$ cat src/rtl/queue_param.sv
// Parametrised circular-buffer queue with occupancy flags and sticky error flags.
// Optional LIFO mode is compiled in with the QUEUE_PARAM_LIFO_EN macro.
module queue_param #(
  parameter int DATA_W   = 4,
  parameter int DEPTH    = 8,
  parameter int AF_LEVEL = DEPTH - 1,
  parameter int AE_LEVEL = 1
) (
  input  logic                         clk,
  input  logic                         reset,
  input  logic                         enable,
  input  logic                         push,
  input  logic                         pop,
  input  logic                         flush,
`ifdef QUEUE_PARAM_LIFO_EN
  input  logic                         lifo,
`endif
  input  logic [DATA_W-1:0]            data_in,
  output logic [DATA_W-1:0]            data_out,
  output logic [$clog2(DEPTH+1)-1:0]   count,
  output logic                         full,
  output logic                         empty,
  output logic                         almost_full,
  output logic                         almost_empty,
  output logic                         overflow,
  output logic                         underflow
);

  localparam int CNT_W = $clog2(DEPTH + 1);
  localparam int PTR_W = $clog2(DEPTH);
  localparam logic [CNT_W-1:0] DEPTH_C = CNT_W'(DEPTH);
  localparam logic [CNT_W-1:0] AF_C    = CNT_W'(AF_LEVEL);
  localparam logic [CNT_W-1:0] AE_C    = CNT_W'(AE_LEVEL);

  logic [DATA_W-1:0] mem_q [DEPTH];
  logic [PTR_W-1:0]  wr_ptr_q, wr_ptr_d;
  logic [PTR_W-1:0]  rd_ptr_q, rd_ptr_d;
  logic [CNT_W-1:0]  count_q, count_d;
  logic              ovf_q, ovf_d;
  logic              unf_q, unf_d;
  logic              mode_q, mode_d;

  logic              is_empty, is_full;
  logic              accept, pop_ok, push_ok;
  logic              lifo_op;
  logic [PTR_W-1:0]  top_ptr, wr_addr, rd_addr;

  assign is_empty = (count_q == '0);
  assign is_full  = (count_q == DEPTH_C);
  assign top_ptr  = PTR_W'(count_q) - 1'b1;

`ifdef QUEUE_PARAM_LIFO_EN
  // The mode may only change while the queue is empty, and an operation on an
  // empty queue already follows the newly requested mode.
  assign lifo_op = is_empty ? lifo : mode_q;
  assign mode_d  = (enable && is_empty) ? lifo : mode_q;
`else
  assign lifo_op = 1'b0;
  assign mode_d  = 1'b0;
`endif

  always_comb begin
    accept  = enable & ~flush;
    pop_ok  = accept & pop & ~is_empty;
    push_ok = accept & push & (~is_full | pop_ok);

    // LIFO push+pop overwrites the current top instead of stacking above it.
    if (lifo_op) begin
      wr_addr = pop_ok ? top_ptr : PTR_W'(count_q);
    end else begin
      wr_addr = wr_ptr_q;
    end

    wr_ptr_d = wr_ptr_q;
    rd_ptr_d = rd_ptr_q;
    count_d  = count_q;
    ovf_d    = ovf_q | (accept & push & ~push_ok);
    unf_d    = unf_q | (accept & pop & is_empty);

    if (!lifo_op) begin
      if (push_ok) wr_ptr_d = wr_ptr_q + 1'b1;
      if (pop_ok)  rd_ptr_d = rd_ptr_q + 1'b1;
    end

    case ({push_ok, pop_ok})
      2'b10:   count_d = count_q + 1'b1;
      2'b01:   count_d = count_q - 1'b1;
      default: count_d = count_q;
    endcase

    if (flush) begin
      wr_ptr_d = '0;
      rd_ptr_d = '0;
      count_d  = '0;
      ovf_d    = 1'b0;
      unf_d    = 1'b0;
    end
  end

  always_ff @(posedge clk or negedge reset) begin
    if (!reset) begin
      wr_ptr_q <= '0;
      rd_ptr_q <= '0;
      count_q  <= '0;
      ovf_q    <= 1'b0;
      unf_q    <= 1'b0;
      mode_q   <= 1'b0;
    end else begin
      wr_ptr_q <= wr_ptr_d;
      rd_ptr_q <= rd_ptr_d;
      count_q  <= count_d;
      ovf_q    <= ovf_d;
      unf_q    <= unf_d;
      mode_q   <= mode_d;
    end
  end

  // Storage carries no reset; only the control state above is cleared.
  always_ff @(posedge clk) begin
    if (push_ok) mem_q[wr_addr] <= data_in;
  end

  assign rd_addr      = mode_q ? top_ptr : rd_ptr_q;
  assign data_out     = is_empty ? '0 : mem_q[rd_addr];
  assign count        = count_q;
  assign full         = is_full;
  assign empty        = is_empty;
  assign almost_full  = (count_q >= AF_C);
  assign almost_empty = (count_q <= AE_C);
  assign overflow     = ovf_q;
  assign underflow    = unf_q;

endmodule

$ cat config.mk
export PLATFORM = sky130hd
export DESIGN_NAME = queue_param
export DESIGN_NICKNAME = d
export VERILOG_FILES = /design/src/rtl/queue_param.sv
export SDC_FILE = /design/constraint.sdc
export NUM_CORES = 1
export LEC_CHECK = 0
export CORE_MARGIN = 8
export CORE_UTILIZATION = 55
export CTS_CLUSTER_SIZE = 10
export DETAILED_ROUTE_END_ITERATION = 10
export GPL_ROUTABILITY_DRIVEN = 0
export GPL_TIMING_DRIVEN = 0
export MAX_ROUTING_LAYER = met4
export PLACE_DENSITY = 0.77
export SYNTH_ARGS = -nofsm -noshare
export SYNTH_HDL_FRONTEND = slang
export SYNTH_SLANG_ARGS = --single-unit
$ cat constraint.sdc
create_clock -name clk -period 2.62 [get_ports clk]
set_clock_uncertainty 0.05 [all_clocks]
set_input_delay 0.524 -clock clk [delete_from_list [all_inputs] [get_ports clk]]
set_output_delay 0.524 -clock clk [all_outputs]
set_load 0.02 [all_outputs]
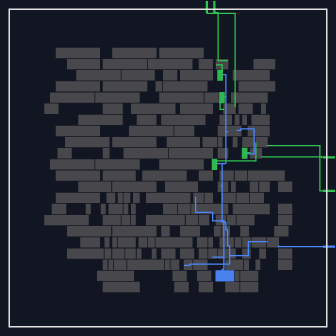
(run_1/port_nets.png)
port	color	bits	direction	edge	end cells	buffers	wire
empty	blue	1	output	right	1	2	129 um
data_out	green	4	output	2 top, 2 right	4	4	109 um

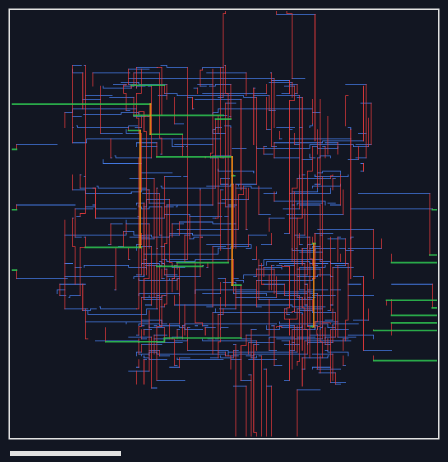
(run_1/metal_stack.png)
Bar = 20 um.
layer	color	wire length
met2	red	1890 um
met4	orange	64.6 um
met1	blue	1640 um
met3	green	186 um

==> flow_metrics.py, run 1 <==
# Physical implementation metrics
metrics = {
    "outcome": {
        "outcome": "completed",
    },
    "final_layout": {
        "nClkBuffers": 5,
        "logic_area_um2": 758,
        "final_util": 0.673,
        "layout_top_cell": "edfxtp_1",
        "nets": 186,
        "drive_above_1_share": 0.175,
        "buffers": 30,
        "inverters_excl_clock": 2,
        "clock_area_frac": 0.0353,
        "comb_cells": 87,
        "fillers": 280,
        "areaGrowthSynthToFinish_pct": 18.9,
        "antennaDiodeCount": 0,
    },
    "timing": {
        "max_freq_mhz": 399,
        "hold_viol": 0,
        "tightest_slew_ns": 0.644,
        "fin_crit_ns": 2.51,
    },
    "floorplanning": {
        "dieWidth_um": 77.1,
        "fp_util": 0.566,
        "row_count": 22,
    },
    "placed_design": {
        "place_ws_ns": -0.259,
        "place_area_mm2": 0.00235,
    },
    "yosys": {
        "topCellsByArea": "edfxtp_1 (47%), dfrtp_1 (15%), mux4_2 (8.8%), mux2i_1 (3.9%), ha_1 (3.7%)",
        "postSynthSeqShare": 0.614,
        "synth.largest_area_cell": "edfxtp_1",
        "synthAoiAreaFrac": 0.0353,
        "yosysMostFrequentCell": "edfxtp_1",
    },
    "global_routing": {
        "grt.busiest_layer": "met2",
        "grt_usage": 0.136,
        "antenna_found_initial": 0,
        "use_met1": 0.157,
    },
    "drt": {
        "drt-initial-drc-count": 64,
        "wl_um": 3770,
        "route.detailed.drc": 0,
        "vias_per_cell": 5.74,
    },
    "setup_path": {
        "cpPeakStageDelay_ns": 0.45,
        "r2r_cells": 6,
        "r2r_setup_slack_ns": 0.20,
    },
    "min_path": {
        "min_path_cells": 2,
    },
    "clock_network": {
        "clkTransAtPathRegs_ns": 0.08,
        "cts-resized-gates": 7,
    },
    "run": {
        "maxCapViolCount": 0,
    },
}
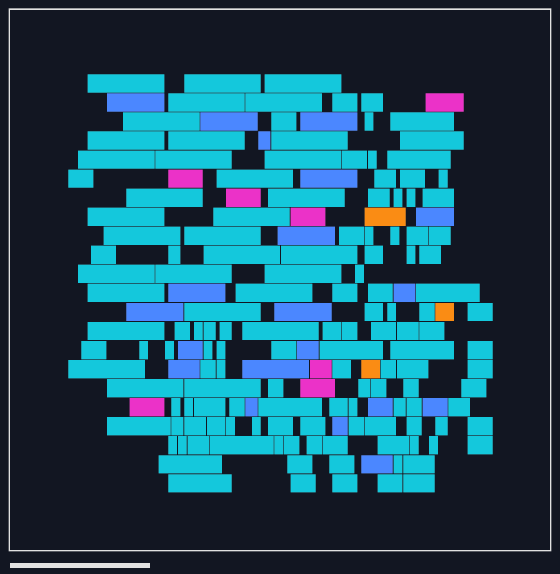
(run_1/drive_strength.png)
Bar = 20 um.
size	color	cells	share
drive 3 to 4	orange	3	1.8%
drive 1 or less	cyan	141	82%
drive 6 and up	magenta	7	4.1%
drive 2	blue	20	12%

[run 1: report_power, final]
group          internal, uW  switching [uW]
logic                  70.5            92.2
clock network           186             225
registers               757            10.8
[run 1: cell families (layout without fill, tap and decap cells)]
kind of cell    after synthesis  count (layout)
simple gates                 51              51
fa+ha+maj                     6               6
flops                        44              44
compound gates               10              10
mux                          16              16
buf+inv                      10              40
xor+xnor                      4               4
[run 1: worst register-to-register path, delay by kind of cell (launching register included)]
kind / cells / cell delay, ns
adder cells (fa/ha/maj): 1 / 0.22
buffers and inverters: 2 / 0.28
flip-flops: 1 / 0.45
AND/OR/NAND/NOR: 3 / 1.07
[run 1: state kept, by name (all words and copies together) (netlist names)]
signal     cells
count          4
mem_q         32
overflow       1
rd_ptr_q       3
underflow      1
wr_addr        3
==> run_1/registers.png <==
Bar = 20 um.
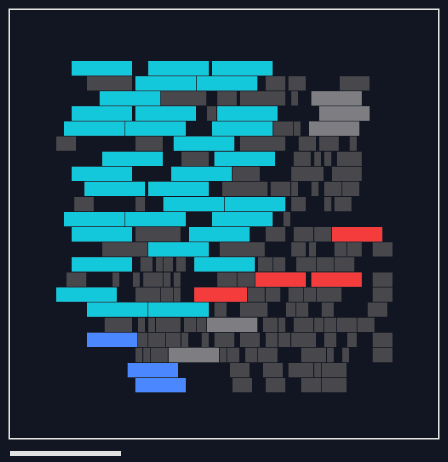

--- run 2 (diff from run 1) ---
Settings changed: CORE_ASPECT_RATIO from default to 1.75, CORE_MARGIN 8 to default.
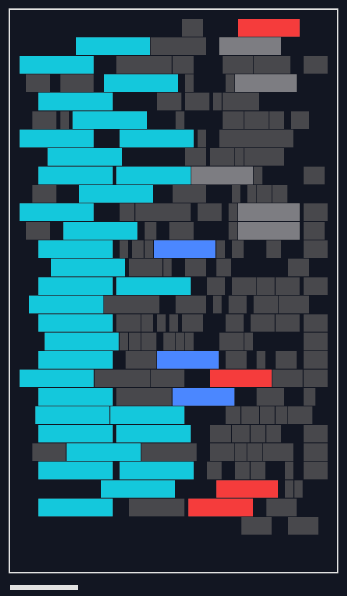
(run_2/registers.png)
Bar = 10 um.
netlist name	color	sequential cells
mem_q	cyan	32
wr_addr	blue	3
count	red	4
not colored	5

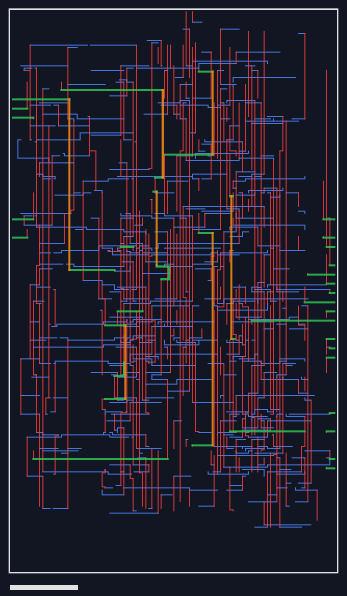
(run_2/metal_stack.png)
Bar = 10 um.
layer	color	wire length
met1	blue	1330 um
met4	orange	124 um
met2	red	2240 um
met3	green	142 um

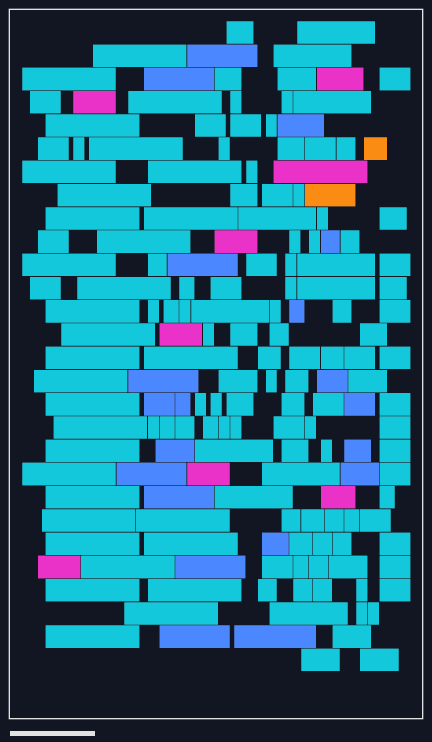
(run_2/drive_strength.png)
Bar = 10 um.
nonclk buf count: 30
Area Overhead vs Synth: 20.0%

==> flow_metrics.py, run 2 <==
# Physical implementation metrics
metrics = {
    "setup_path": {
        "r2r_setup_slack_ns": 0.19,
        "r2r_cells": 6,
    },
    "yosys": {
        "yosysMostFrequentCell": "edfxtp_1",
        "postSynthSeqShare": 0.614,
        "synthAoiAreaFrac": 0.0353,
        "synth.largest_area_cell": "edfxtp_1",
        "topCellsByArea": "edfxtp_1 (47%), dfrtp_1 (15%), mux4_2 (8.8%), mux2i_1 (3.9%), ha_1 (3.7%)",
    },
    "final_layout": {
        "final_util": 0.687,
        "fillers": 254,
        "nets": 186,
        "layout_top_cell": "edfxtp_1",
        "clock_area_frac": 0.0436,
        "regMostFlops": "mem_q",
        "antennaDiodeCount": 0,
        "drive_above_1_share": 0.175,
        "logic_area_um2": 758,
        "comb_cells": 87,
    },
    "drt": {
        "wl_um": 3840,
        "drt-initial-drc-count": 36,
        "route.detailed.drc": 0,
        "vias_per_cell": 5.88,
    },
    "min_path": {
        "min_path_cells": 2,
    },
    "pwr": {
        "combPwrFrac": 0.116,
        "p_switching_uw": 312,
        "p_sw_frac": 0.219,
        "pwr-share-clk": 0.344,
    },
    "clock_network": {
        "clkTransAtPathRegs_ns": 0.07,
    },
    "floorplanning": {
        "row_count": 29,
        "dieWidth_um": 48.2,
        "fp_util": 0.572,
    },
    "global_routing": {
        "grt_usage": 0.234,
    },
    "placed_design": {
        "place_area_mm2": 0.00234,
        "place_ws_ns": -0.205,
    },
    "timing": {
        "max_freq_mhz": 398,
    },
    "outcome": {
        "outcome": "completed",
    },
}
-- run 2: netlist changes by cell type in the layout (fill, tap and decap cells not counted), sizes merged --
cell / previous run / this run
inv: 3 / 2
clkinv: 2 / 1
bufinv: 0 / 1
clkbuf: 8 / 9
-- run 2: worst max-delay path, cell delays in order (launching register included) --
cell and delay (ns):
dfrtp_1 0.39, buf_8 0.17, mux4_2 0.55, mux2i_1 0.16, nor2_1 0.06, dlygate4sd2_1 0.31
-- run 2: repair_timing --
item	CTS	global route
gates resized	8	4
setup endpoints to repair	5	10
pin swaps	0	0
-- run 2: power groups by stage --
stage | combinational [uW] | sequential [uW] | clock (uW)
after floorplan | 86.8 | 786 | 0
after global placement | 167 | 781 | 0
after detailed placement | 170 | 782 | 0
after CTS | 164 | 767 | 505
after global routing | 182 | 769 | 529
final | 165 | 768 | 490
Power is estimated from default activity; no workload was simulated.
